File: src/rtl/rpn_pkg.sv
// rpn_pkg: constants and types shared by the RPN calculator blocks
// (controller, stack, token decoder).
//   WIDTH_DEF / DEPTH_DEF / OPW_DEF : default data width, stack depth and
//                                     opcode width
//   OP_*                            : opcode encodings
//   state_e                         : controller sequencing states
package rpn_pkg;

    localparam int unsigned WIDTH_DEF = 8;
    localparam int unsigned DEPTH_DEF = 16;
    localparam int unsigned OPW_DEF   = 3;

    localparam int unsigned OP_ADD = 0;
    localparam int unsigned OP_SUB = 1;
    localparam int unsigned OP_AND = 2;
    localparam int unsigned OP_OR  = 3;
    localparam int unsigned OP_XOR = 4;
    localparam int unsigned OP_MUL = 5;

    typedef enum logic [2:0] {
        StIdle,
        StPushOpnd,
        StPopB,
        StPopA,
        StExec,
        StPushRes
    } state_e;

endpackage

File: src/rtl/rpn_ctrl_if.sv
// rpn_ctrl_if: push/pop handshake between the RPN controller and the
// operand stack.
//   push / push_dat / push_ack : controller writes a new top entry
//   pop / pop_dat / pop_ack    : stack offers its top entry, controller consumes it
// Modports: master = controller side, slave = stack side.
interface rpn_ctrl_if
    import rpn_pkg::*;
#(
    parameter int unsigned WIDTH = WIDTH_DEF
);

    logic             push;
    logic [WIDTH-1:0] push_dat;
    logic             push_ack;
    logic             pop;
    logic [WIDTH-1:0] pop_dat;
    logic             pop_ack;

    modport master (
        output push,
        output push_dat,
        output pop_ack,
        input  push_ack,
        input  pop,
        input  pop_dat
    );

    modport slave (
        input  push,
        input  push_dat,
        input  pop_ack,
        output push_ack,
        output pop,
        output pop_dat
    );

endinterface

File: src/rtl/rpn_alu.sv
// rpn_alu: combinational RPN operator unit, r = a op b truncated to WIDTH.
//   a, b  : operands (a is the deeper stack entry)
//   op    : opcode
//   r     : result (0 for unsupported opcodes)
//   legal : opcode is supported by this build
// Build option: define RPN_MUL_EN to implement opcode 5 (multiply); without
// it opcode 5 is reported illegal and no multiplier exists.
module rpn_alu
    import rpn_pkg::*;
#(
    parameter int unsigned WIDTH = WIDTH_DEF,
    parameter int unsigned OPW   = OPW_DEF
) (
    input  logic [WIDTH-1:0] a,
    input  logic [WIDTH-1:0] b,
    input  logic [OPW-1:0]   op,
    output logic [WIDTH-1:0] r,
    output logic             legal
);

    always_comb begin
        r     = '0;
        legal = 1'b1;
        case (32'(op))
            OP_ADD:  r = a + b;
            OP_SUB:  r = a - b;
            OP_AND:  r = a & b;
            OP_OR:   r = a | b;
            OP_XOR:  r = a ^ b;
`ifdef RPN_MUL_EN
            OP_MUL:  r = a * b;
`endif
            default: legal = 1'b0;
        endcase
    end

endmodule

File: src/rtl/rpn_ctrl.sv
// rpn_ctrl: sequencing controller for the RPN calculator operand stack.
// Operands are pushed; operators pop b then a, compute a op b and push the
// result. One token is in flight at a time.
//   clk, reset (async, active-low)
//   tok_valid/tok_ready/tok_is_op/tok_data : token stream from the decoder
//   stk (rpn_ctrl_if.master)               : push/pop handshake to the stack
//   result/result_valid                    : last value pushed, update pulse
//   depth                                  : current stack entry count
//   err_underflow/err_overflow/err_opcode  : sticky error flags, err_clr clears
// Build option: RPN_MUL_EN (see rpn_alu) enables the multiply opcode.
module rpn_ctrl
    import rpn_pkg::*;
#(
    parameter int unsigned WIDTH = WIDTH_DEF,
    parameter int unsigned DEPTH = DEPTH_DEF,
    parameter int unsigned OPW   = OPW_DEF,
    localparam int unsigned DW   = $clog2(DEPTH + 1)
) (
    input  logic             clk,
    input  logic             reset,
    input  logic             tok_valid,
    output logic             tok_ready,
    input  logic             tok_is_op,
    input  logic [WIDTH-1:0] tok_data,
    rpn_ctrl_if.master       stk,
    output logic [WIDTH-1:0] result,
    output logic             result_valid,
    output logic [DW-1:0]    depth,
    output logic             err_underflow,
    output logic             err_overflow,
    output logic             err_opcode,
    input  logic             err_clr
);

    state_e           state_q, state_d;
    logic [DW-1:0]    depth_q, depth_d;
    logic             push_q, push_d;
    logic [WIDTH-1:0] push_dat_q, push_dat_d;
    logic [WIDTH-1:0] a_q, a_d, b_q, b_d;
    logic [OPW-1:0]   op_q, op_d;
    logic [WIDTH-1:0] result_q, result_d;
    logic             rv_q, rv_d;
    logic             unf_q, unf_d, ovf_q, ovf_d, opc_q, opc_d;
    logic             set_unf, set_ovf, set_opc;

    logic [OPW-1:0]   alu_op;
    logic [WIDTH-1:0] alu_r;
    logic             alu_legal;

    // In IDLE the ALU decodes the incoming opcode for the legality check;
    // elsewhere it works on the latched opcode.
    assign alu_op = (state_q == StIdle) ? tok_data[OPW-1:0] : op_q;

    rpn_alu #(
        .WIDTH (WIDTH),
        .OPW   (OPW)
    ) u_alu (
        .a     (a_q),
        .b     (b_q),
        .op    (alu_op),
        .r     (alu_r),
        .legal (alu_legal)
    );

    // Gated with reset so the decoder sees no readiness while held in reset.
    assign tok_ready     = reset && (state_q == StIdle);
    assign stk.push      = push_q;
    assign stk.push_dat  = push_dat_q;
    assign stk.pop_ack   = ((state_q == StPopB) || (state_q == StPopA)) && stk.pop;
    assign result        = result_q;
    assign result_valid  = rv_q;
    assign depth         = depth_q;
    assign err_underflow = unf_q;
    assign err_overflow  = ovf_q;
    assign err_opcode    = opc_q;

    always_comb begin
        state_d    = state_q;
        depth_d    = depth_q;
        push_d     = push_q;
        push_dat_d = push_dat_q;
        a_d        = a_q;
        b_d        = b_q;
        op_d       = op_q;
        result_d   = result_q;
        rv_d       = 1'b0;
        set_unf    = 1'b0;
        set_ovf    = 1'b0;
        set_opc    = 1'b0;

        unique case (state_q)
            StIdle: begin
                if (tok_valid) begin
                    if (!tok_is_op) begin
                        if (depth_q == DW'(DEPTH)) begin
                            set_ovf = 1'b1;
                        end else begin
                            push_d     = 1'b1;
                            push_dat_d = tok_data;
                            state_d    = StPushOpnd;
                        end
                    end else if (!alu_legal) begin
                        set_opc = 1'b1;
                    end else if (depth_q < DW'(2)) begin
                        set_unf = 1'b1;
                    end else begin
                        op_d    = tok_data[OPW-1:0];
                        state_d = StPopB;
                    end
                end
            end
            StPushOpnd, StPushRes: begin
                if (push_q && stk.push_ack) begin
                    push_d   = 1'b0;
                    depth_d  = depth_q + DW'(1);
                    result_d = push_dat_q;
                    rv_d     = 1'b1;
                    state_d  = StIdle;
                end
            end
            StPopB: begin
                if (stk.pop) begin
                    b_d     = stk.pop_dat;
                    depth_d = depth_q - DW'(1);
                    state_d = StPopA;
                end
            end
            StPopA: begin
                if (stk.pop) begin
                    a_d     = stk.pop_dat;
                    depth_d = depth_q - DW'(1);
                    state_d = StExec;
                end
            end
            StExec: begin
                push_dat_d = alu_r;
                push_d     = 1'b1;
                state_d    = StPushRes;
            end
            default: state_d = StIdle;
        endcase

        // A new error in the same cycle as err_clr stays set.
        unf_d = (err_clr ? 1'b0 : unf_q) | set_unf;
        ovf_d = (err_clr ? 1'b0 : ovf_q) | set_ovf;
        opc_d = (err_clr ? 1'b0 : opc_q) | set_opc;
    end

    always_ff @(posedge clk or negedge reset) begin
        if (!reset) begin
            state_q    <= StIdle;
            depth_q    <= '0;
            push_q     <= 1'b0;
            push_dat_q <= '0;
            a_q        <= '0;
            b_q        <= '0;
            op_q       <= '0;
            result_q   <= '0;
            rv_q       <= 1'b0;
            unf_q      <= 1'b0;
            ovf_q      <= 1'b0;
            opc_q      <= 1'b0;
        end else begin
            state_q    <= state_d;
            depth_q    <= depth_d;
            push_q     <= push_d;
            push_dat_q <= push_dat_d;
            a_q        <= a_d;
            b_q        <= b_d;
            op_q       <= op_d;
            result_q   <= result_d;
            rv_q       <= rv_d;
            unf_q      <= unf_d;
            ovf_q      <= ovf_d;
            opc_q      <= opc_d;
        end
    end

endmodule

File: src/flat_wrapper.sv
// flat-port wrapper written by rule: the top's interface ports become plain ports
module rpn_ctrl_flat import rpn_pkg::*;
#(
    parameter int unsigned WIDTH = WIDTH_DEF,
    parameter int unsigned DEPTH = DEPTH_DEF,
    parameter int unsigned OPW   = OPW_DEF,
    localparam int unsigned DW   = $clog2(DEPTH + 1)
)
  (clk, reset, tok_valid, tok_ready, tok_is_op, tok_data, result, result_valid, depth, err_underflow, err_overflow, err_opcode, err_clr, stk_push, stk_push_dat, stk_pop_ack, stk_push_ack, stk_pop, stk_pop_dat);
  rpn_ctrl_if #(.WIDTH(WIDTH)) stk_i ();
  input  logic clk;
  input  logic reset;
  input  logic tok_valid;
  output logic tok_ready;
  input  logic tok_is_op;
  input  logic [WIDTH-1:0] tok_data;
  output logic [WIDTH-1:0] result;
  output logic result_valid;
  output logic [DW-1:0] depth;
  output logic err_underflow;
  output logic err_overflow;
  output logic err_opcode;
  input  logic err_clr;
  output wire logic [$bits(stk_i.push)-1:0] stk_push;
  output wire logic [$bits(stk_i.push_dat)-1:0] stk_push_dat;
  output wire logic [$bits(stk_i.pop_ack)-1:0] stk_pop_ack;
  input wire logic [$bits(stk_i.push_ack)-1:0] stk_push_ack;
  input wire logic [$bits(stk_i.pop)-1:0] stk_pop;
  input wire logic [$bits(stk_i.pop_dat)-1:0] stk_pop_dat;
  assign stk_push = stk_i.push;
  assign stk_push_dat = stk_i.push_dat;
  assign stk_pop_ack = stk_i.pop_ack;
  assign stk_i.push_ack = stk_push_ack;
  assign stk_i.pop = stk_pop;
  assign stk_i.pop_dat = stk_pop_dat;
  rpn_ctrl #(.WIDTH(WIDTH), .DEPTH(DEPTH), .OPW(OPW)) u_core (.clk(clk), .reset(reset), .tok_valid(tok_valid), .tok_ready(tok_ready), .tok_is_op(tok_is_op), .tok_data(tok_data), .stk(stk_i), .result(result), .result_valid(result_valid), .depth(depth), .err_underflow(err_underflow), .err_overflow(err_overflow), .err_opcode(err_opcode), .err_clr(err_clr));
endmodule
File: config.mk
export PLATFORM = sky130hd
export DESIGN_NAME = rpn_ctrl_flat
export DESIGN_NICKNAME = d
export VERILOG_FILES = /design/src/rtl/rpn_pkg.sv /design/src/rtl/rpn_ctrl_if.sv /design/src/rtl/rpn_alu.sv /design/src/rtl/rpn_ctrl.sv /design/src/flat_wrapper.sv
export SDC_FILE = /design/constraint.sdc
export NUM_CORES = 1
export LEC_CHECK = 0
export CELL_PAD_IN_SITES_DETAIL_PLACEMENT = 0
export CELL_PAD_IN_SITES_GLOBAL_PLACEMENT = 1
export CORE_ASPECT_RATIO = 0.6
export CORE_MARGIN = 5
export CORE_UTILIZATION = 44
export DETAILED_ROUTE_END_ITERATION = 10
export PLACE_DENSITY_LB_ADDON = 0.05
export SYNTH_ARGS = -nofsm -noshare
export SYNTH_HDL_FRONTEND = slang
export SYNTH_SLANG_ARGS = --single-unit
export TNS_END_PERCENT = 20
File: constraint.sdc
create_clock -name clk -period 8.7 [get_ports clk]
set_input_delay 2.175 -clock clk [delete_from_list [all_inputs] [get_ports clk]]
set_output_delay 2.175 -clock clk [all_outputs]
set_load 0.01 [all_outputs]
### Sequential cells colored by netlist name, run 1

Bar = 20 µm.
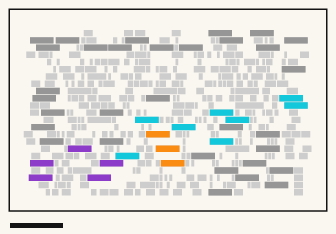
netlist name	color	placed flops
u_core.depth	purple	5
u_core.stk.push_dat	cyan	8
u_core.state_q	orange	3
not colored	32
sequential cell area share: 0.312
Reg area: 1200 µm²
final core utilization: 0.567
Seq. pwr: 440 µW

### Cell sizes after repair, run 1

Bar = 20 µm.
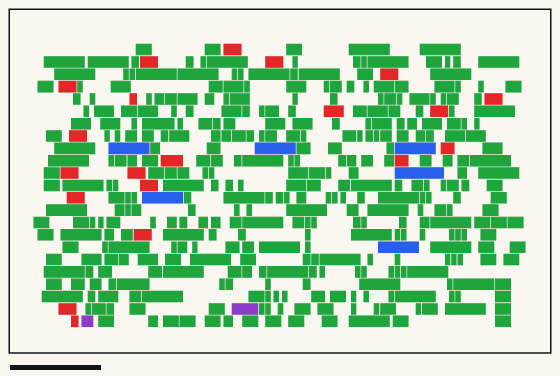
size	color	cells	share
_6 and larger	blue	6	1.5%
_2 cells	red	20	5.1%
_0 and _1 cells	green	365	93%
_3 and _4 cells	purple	2	0.51%
Worst Slack Setup Final: 3010 ps
synthesis-to-layout area growth: 23.0%
Signal buffers: 51
post-layout instance area: 3850 µm²

### Placement by cell class, run 1

Bar = 20 µm.
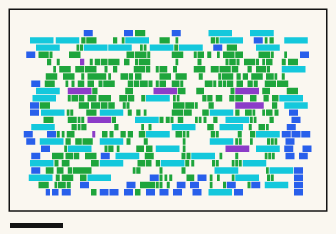
class	color	cells	share of their area
clock drivers and dummy loads	purple	8	4.4%
sequential cells	cyan	48	32%
remaining buffers and delay cells	blue	51	13%
combinational and other logic	green	286	50%
CORE AREA: 6790 µm²
# rows: 23

### Routing congestion, run 1

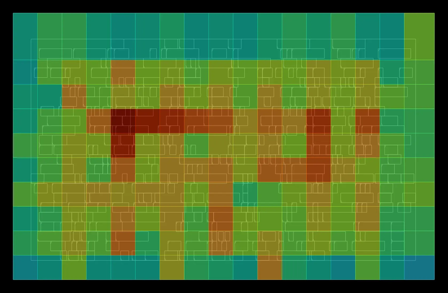
M1 GR Usage: 0.286
met2 global-route usage: 0.282

==> impl_metrics.yaml, run 1 <==
# implementation run metrics
layout:
  fin_nets: 444
  fillCellCount: 630
  diodes: 0
  layout_top_cells: "54 x nand2_1, 49 x clkdlybuf4s50_1, 48 x dfrtp_1"
  layout-drive-gt1-share: 0.0712
  lay_top_count: "nand2_1"
cts:
  htreeDepth: 2
  post-cts-setup-buffers: 0
  ctsLongestPathBuffers: 2
  clock-root-buffer: "clkbuf_16"
  cts_tree: "done"
  cts_buffers: 5
  clock_sinks: 48
  hold_buffers: 0
  clk_pin_slew_ps: 60
  cts-resized-gates: 0
yosys:
  ff_type: "dfrtp_1"
  yosys.cell_types.count: 49
  edf_count: 0
  synth_area_um2: 3130
  synth_stat.cells: 344
  yosysChipArea_um2: 3130
  yosysSeqAreaShare: 0.384
  yosysTopAreaCell: "dfrtp_1"
  syn_nets: 396
  numSynthFlops: 48
  yosysWarnings: 0
  ys_async_sr_fraction: 1.00
  netlist.area_leader.share: 0.384
  synth_area_per_cell_um2: 9.10
  topCellsByArea: "dfrtp_1 38%, ha_1 11%, nand2_1 6.5%"
  synthCells: 344
floorplanning:
  io_pins: 51
  die_area_um2: 8960
  die_h_um: 75.4
  initial_core_util: 0.461
drt:
  dr.pass1.iters: 5
  vias: 2621
  drc: 0
  wl_mm: 7.89
  vias_per_cell: 5.46
  dr.first_iter.drc_count: 181
  final_antenna_net_count: 0
  post_drt_wl_per_cell_um: 16.4
placement:
  routabilityCongestion: 0.798
  dpl.hpwl_mm: 6.07
  portBuffers: 50
  place_ws_ps: 2970
grt:
  grt_pass1_wl_mm: 13.4
  grt_overflow: 0
  grt_pass1_vias: 2563
  grt_usage: 0.190
  antenna_found_initial: 0
  grt_max_degree: 50
worst_setup_path:
  cp.arrival_ps: 3520
  cp_cell_sequence: "buf_2 > buf_4 > and2_1 > clkdlybuf4s50_1"
  r2r_cells: 11
  r2r_end: "u_core.stk.push_dat[6]$_DFFE_PN0P_"
  cpLargestDelayFamily: "buffers and inverters"
  r2r_start: "u_core.state_q[0]$_DFFE_PN0P_"
  cp-end-kind: "primary output"
  cp.required_ps: 6530
  crit_buf_inv: 3
  rrSetupSlack_ps: 4930
  worstPathMaxFanout: 49
  path_class: "in2out"
  slowest_delay_ps: 530
  start_kind: "input pin"
  crit_path_top_delay_cell: "clkdlybuf4s50_1"
final_timing:
  skew_ps: 4.64
  fin_crit_sh: 0.654
  grt_setup_unrepaired: "false"
  tightest_slew_ps: 1120
  max_freq_ghz: 0.176
  relSlewSlack: 0.250
  tns_ps: 0
  setup_viol: 0
  hold_violations: 0
  min_period_ps: 5690
  slew_viol_final: 0
hold_path:
  holdPathStages: 2
  min_path_type: "reg2reg"
  hp-start: "u_core.result[0]$_DFFE_PN0P_"
  whs_endpoint: "u_core.result[0]$_DFFE_PN0P_"
run:
  warnings: 35
  drv_cap: 0
power_and_ir_drop:
  ir_drop_v: 0.000196
  leakage_nw: 1.73
  pwr_density_cell_nw_per_um2: 424
outcome:
  status: "completed"
run 1: sequential cells by signal (all words and copies together) (netlist names):
name	cells
u_core.depth	5
u_core.err_overflow	1
u_core.err_underflow	1
u_core.a_q	8
u_core.stk.push_dat	8
u_core.result	8
u_core.stk.push	1
u_core.err_opcode	1
u_core.op_q	3
u_core.b_q	8
u_core.result_valid	1
u_core.state_q	3
run 1: power by group:
group | internal, mW | total [mW] | leakage, nW | switching [mW]
Clock | 0.135 | 0.220 | 0.0808 | 0.0845
Sequential | 0.326 | 0.440 | 0.592 | 0.115
Combinational | 0.459 | 0.975 | 1.05 | 0.516
run 1: per-stage QoR:
stage	cells	hold slack [ps]	instance area, µm²	total power [mW]
finish	480	473	3850	1.63
global route	480	504	3850	1.80
CTS	480	480	3850	1.64
detailed placement	472	464	3690	1.41
global placement	472	460	3690	1.39
floorplan	344	506	3130	1.11
run 1: area by class of cell:
cell class,instances,share of cell area
Clock buffer,6,0.0335
Clock inverter,2,0.00909
Inverter,25,0.0244
Multi-Input combinational cell,261,0.462
Sequential cell,48,0.312
Tap cell,87,0.0283
Timing Repair Buffer,51,0.131
run 1: cells in the mapped netlist, types with 2 or more instances:
cell type   n
a221oi_1    2
a21oi_1    11
nor2b_1     8
o211a_1     2
clkbuf_1    6
o31ai_1     2
mux2_2     14
a21o_1      5
nor3_1      6
buf_2       2
ha_1       27
xnor2_1    11
nand3_1     6
nand2b_1    5
a31oi_1     5
nand2_1    54
o22ai_1     2
or3b_2      2
or3_1       2
nor3b_1     3
o31a_1      2
mux2i_1     3
a2111oi_0   2
fa_1        2
xor2_1      2
o21a_1      2
a211oi_1    8
dfrtp_1    48
buf_6       2
inv_1      24
nor2_1     27
o211ai_1    5
o21ai_0    25
and2_1      2
run 1: routing by layer:
layer / share of wire / GRT usage
met1: 0.54 / 0.286
met2: 0.39 / 0.282
met3: 0.064 / 0.0497
met4: 0.0019 / 0.0308
met5: 0 / 0
run 1: worst reg2reg max path, delay by kind of cell, from the launching register on:
kind / cells / cell delay [ps]
AOI/OAI and AO/OA: 4 / 830
xor gates and xnor gates: 1 / 130
adders and majority gates: 1 / 280
DFF: 1 / 520
muxes: 1 / 520
and+or+nand+nor: 4 / 1420
run 1: worst max path at each step:
stage	from	to	cells past startpoint
floorplan	stk_pop	stk_pop_ack	2
global placement	reset	tok_ready	4
detailed placement	reset	tok_ready	4
CTS	reset	tok_ready	4
global route	reset	tok_ready	4
finish	reset	tok_ready	4
run 1: cell families (layout without fill, tap and decap cells):
family | Yosys count | count (layout) | synth area share
flip-flops | 48 | 48 | 0.384
AND/OR/NAND/NOR | 122 | 122 | 0.183
buffers and inverters | 35 | 84 | 0.0475
multiplexers | 18 | 18 | 0.0643
XOR/XNOR | 13 | 13 | 0.0364
adder cells (fa/ha/maj) | 29 | 29 | 0.121
AND-OR/OR-AND | 79 | 79 | 0.165
==> run 2, diff against run 1 <==
Settings changed: CORE_UTILIZATION 44 to 41.
Clock period 8.7 ns to 5.5 ns, I/O delays scaled along.
==> run 2 against run 1 <==
  * Cell area up 0.62%
  * Via count rose by 0.65%
  * Combinational power is 59% higher
  * Total power increased by 59%
  * Clock power is about 60% higher
  * Sequential share of layout area decreased by 0.19 points
  * Die area grew 6.5%
  * Worst hold slack gained 6.0 ps
  * Final cell count increased by 3.8%
  * First-iteration DRC count grew 2.2%
  * Sequential power increased by 59%
  * Register-to-register slack got worse by 3100 ps
  * Largest power group unchanged
==> impl_metrics.yaml, run 2 <==
# implementation run metrics
layout:
  fin_cells: 498
  fillCellCount: 699
  area_growth_syn_to_layout_pct: 23.8
yosys:
  top_cells_by_count: "54 x nand2_1, 48 x dfrtp_1, 27 x ha_1, 27 x nor2_1, 25 x o21ai_0"
  yosysChipArea_um2: 3130
  yosysWarnings: 0
  edf_count: 0
  numSynthFlops: 48
  synthCells: 344
  syn_nets: 396
worst_setup_path:
  crit_path_top_delay_cell: "clkdlybuf4s50_1"
  cpLargestDelayFamily: "simple AND/OR/NAND/NOR gates"
  worstPathMaxFanout: 8
  r2r_end: "u_core.stk.push_dat[6]$_DFFE_PN0P_"
  rrSetupSlack_ps: 1840
  start_kind: "input pin"
  cp.arrival_ps: 4460
  cp_cell_sequence: "clkdlybuf4s50_1 > nor3b_1 > mux2i_2 > nor2b_1 > xnor2_1 > ha_1 > nor2b_1 > o21ai_0 > a21oi_1 > o21ai_0 > or3b_2 > a31oi_1"
grt:
  grt_pass1_vias: 2531
  grt_pass1_wl_mm: 13.4
  grt_max_degree: 49
final_timing:
  slew_viol_final: 0
  min_period_ps: 4250
  max_freq_ghz: 0.235
  relSlewSlack: 0.281
  hold_violations: 0
  tightest_slew_ps: 1070
  tns_ps: 0
  timing.hold.ws_ps: 479
  grt_setup_unrepaired: "false"
cts:
  post-cts-setup-buffers: 0
  clock_sinks: 48
  ctsLongestPathBuffers: 2
  htreeDepth: 2
hold_path:
  hp-start: "u_core.result[5]$_DFFE_PN0P_"
placement:
  portBuffers: 50
  dpl.hpwl_mm: 6.39
drt:
  wl_mm: 8.21
  vias_per_cell: 5.30
  dr.first_iter.drc_count: 185
  vias: 2638
  dr.pass1.iters: 4
  drc: 0
outcome:
  status: "completed"
power_and_ir_drop:
  pwr_density_cell_nw_per_um2: 672
floorplanning:
  io_pins: 51
[run 2: cell types whose count changed in the layout (fill, tap and decap cells not counted), sizes merged]
cell	delta
diode	+1
[run 2: worst register-to-register path, cell delays in order, from the launching register on]
cell and delay, ps:
dfrtp_1 520, nor3_4 540, mux2i_2 500, nor2b_1 210
xnor2_1 130, ha_1 280, nor2b_1 160, o21ai_0 300
a21oi_1 150, o21ai_0 150, or3b_2 450, a31oi_1 180
[run 2: cell families after synthesis]
group | count (synthesis) | synth area share
and+or+nand+nor | 122 | 0.183
AOI/OAI and AO/OA | 79 | 0.165
DFF | 48 | 0.384
buffers and inverters | 35 | 0.0475
adders and majority gates | 29 | 0.121
muxes | 18 | 0.0643
xor gates and xnor gates | 13 | 0.0364
[run 2: worst max-delay path by stage]
stage / startpoint / endpoint / slack [ps] / cells past startpoint
final: tok_data[1] / u_core.stk.push_dat[6]$_DFFE_PN0P_ / 1250 / 12
after global routing: tok_data[0] / u_core.stk.push_dat[6]$_DFFE_PN0P_ / 1010 / 12
after CTS: tok_data[0] / u_core.stk.push_dat[6]$_DFFE_PN0P_ / 1270 / 12
after detailed placement: tok_data[0] / u_core.stk.push_dat[6]$_DFFE_PN0P_ / 990 / 12
after global placement: tok_data[1] / u_core.stk.push_dat[6]$_DFFE_PN0P_ / 1070 / 12
after floorplan: tok_data[0] / u_core.stk.push_dat[5]$_DFFE_PN0P_ / 1880 / 11
[run 2: final cells by class]
cell class	instances	share of cell area
Inverter	25	0.0242
Sequential cell	48	0.310
Tap cell	104	0.0336
Antenna cell	1	0.000646
Clock inverter	2	0.00904
Clock buffer	6	0.0332
Timing Repair Buffer	51	0.130
Multi-Input combinational cell	261	0.460
[run 2: where the power goes]
part | switching, mW | internal (mW) | leakage (nW) | total [mW]
Clock | 0.137 | 0.214 | 0.0808 | 0.351
Combinational | 0.824 | 0.731 | 1.05 | 1.55
Sequential | 0.183 | 0.515 | 0.592 | 0.698
Total | 1.14 | 1.46 | 1.73 | 2.60
[run 2: routing by layer]
layer  GRT usage  vias to the layer above  share of wire
met5           0                        -              0
li1            -                     1292              -
met3      0.0465                        5          0.056
met1       0.298                     1272           0.56
met2       0.235                       69           0.38
met4      0.0346                        0         0.0067
[run 2: stage by stage]
stage / total power [mW] / setup slack (ps)
after global placement: 2.22 / 1070
after floorplan: 1.76 / 1880
after global routing: 2.86 / 1010
after detailed placement: 2.25 / 994
final: 2.60 / 1250
after CTS: 2.61 / 1270
### Routing congestion, run 2

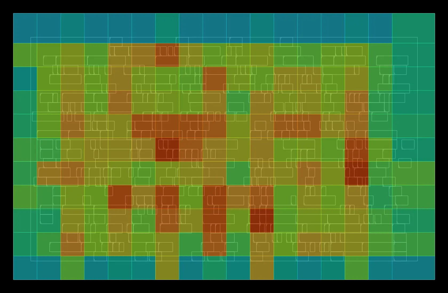
final core utilization: 0.527
M1 GR Usage: 0.298
gr usage total: 0.182
Avg WL per Cell: 16.5 µm
GRT Max-Usage Layer: met1

### Sequential cells colored by netlist name, run 2

Bar = 20 µm.
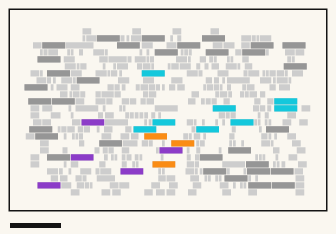
netlist name	color	placed flops
u_core.stk.push_dat	cyan	8
u_core.depth	purple	5
u_core.state_q	orange	3
not colored	32
Seq. pwr: 698 µW
sequential cell area share: 0.310

### Placement by cell class, run 2

Bar = 20 µm.
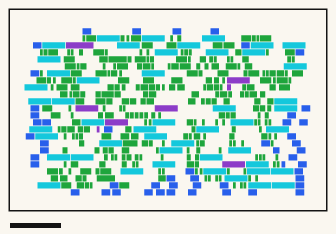
class	color	cells	share of their area
combinational and other logic	green	286	50%
sequential cells	cyan	48	32%
clock drivers and dummy loads	purple	8	4.4%
remaining buffers and delay cells	blue	51	13%
CORE AREA: 7360 µm²
post-layout instance area: 3880 µm²
# rows: 24

Power figures rest on the tool's default switching activity, not on a simulated workload.
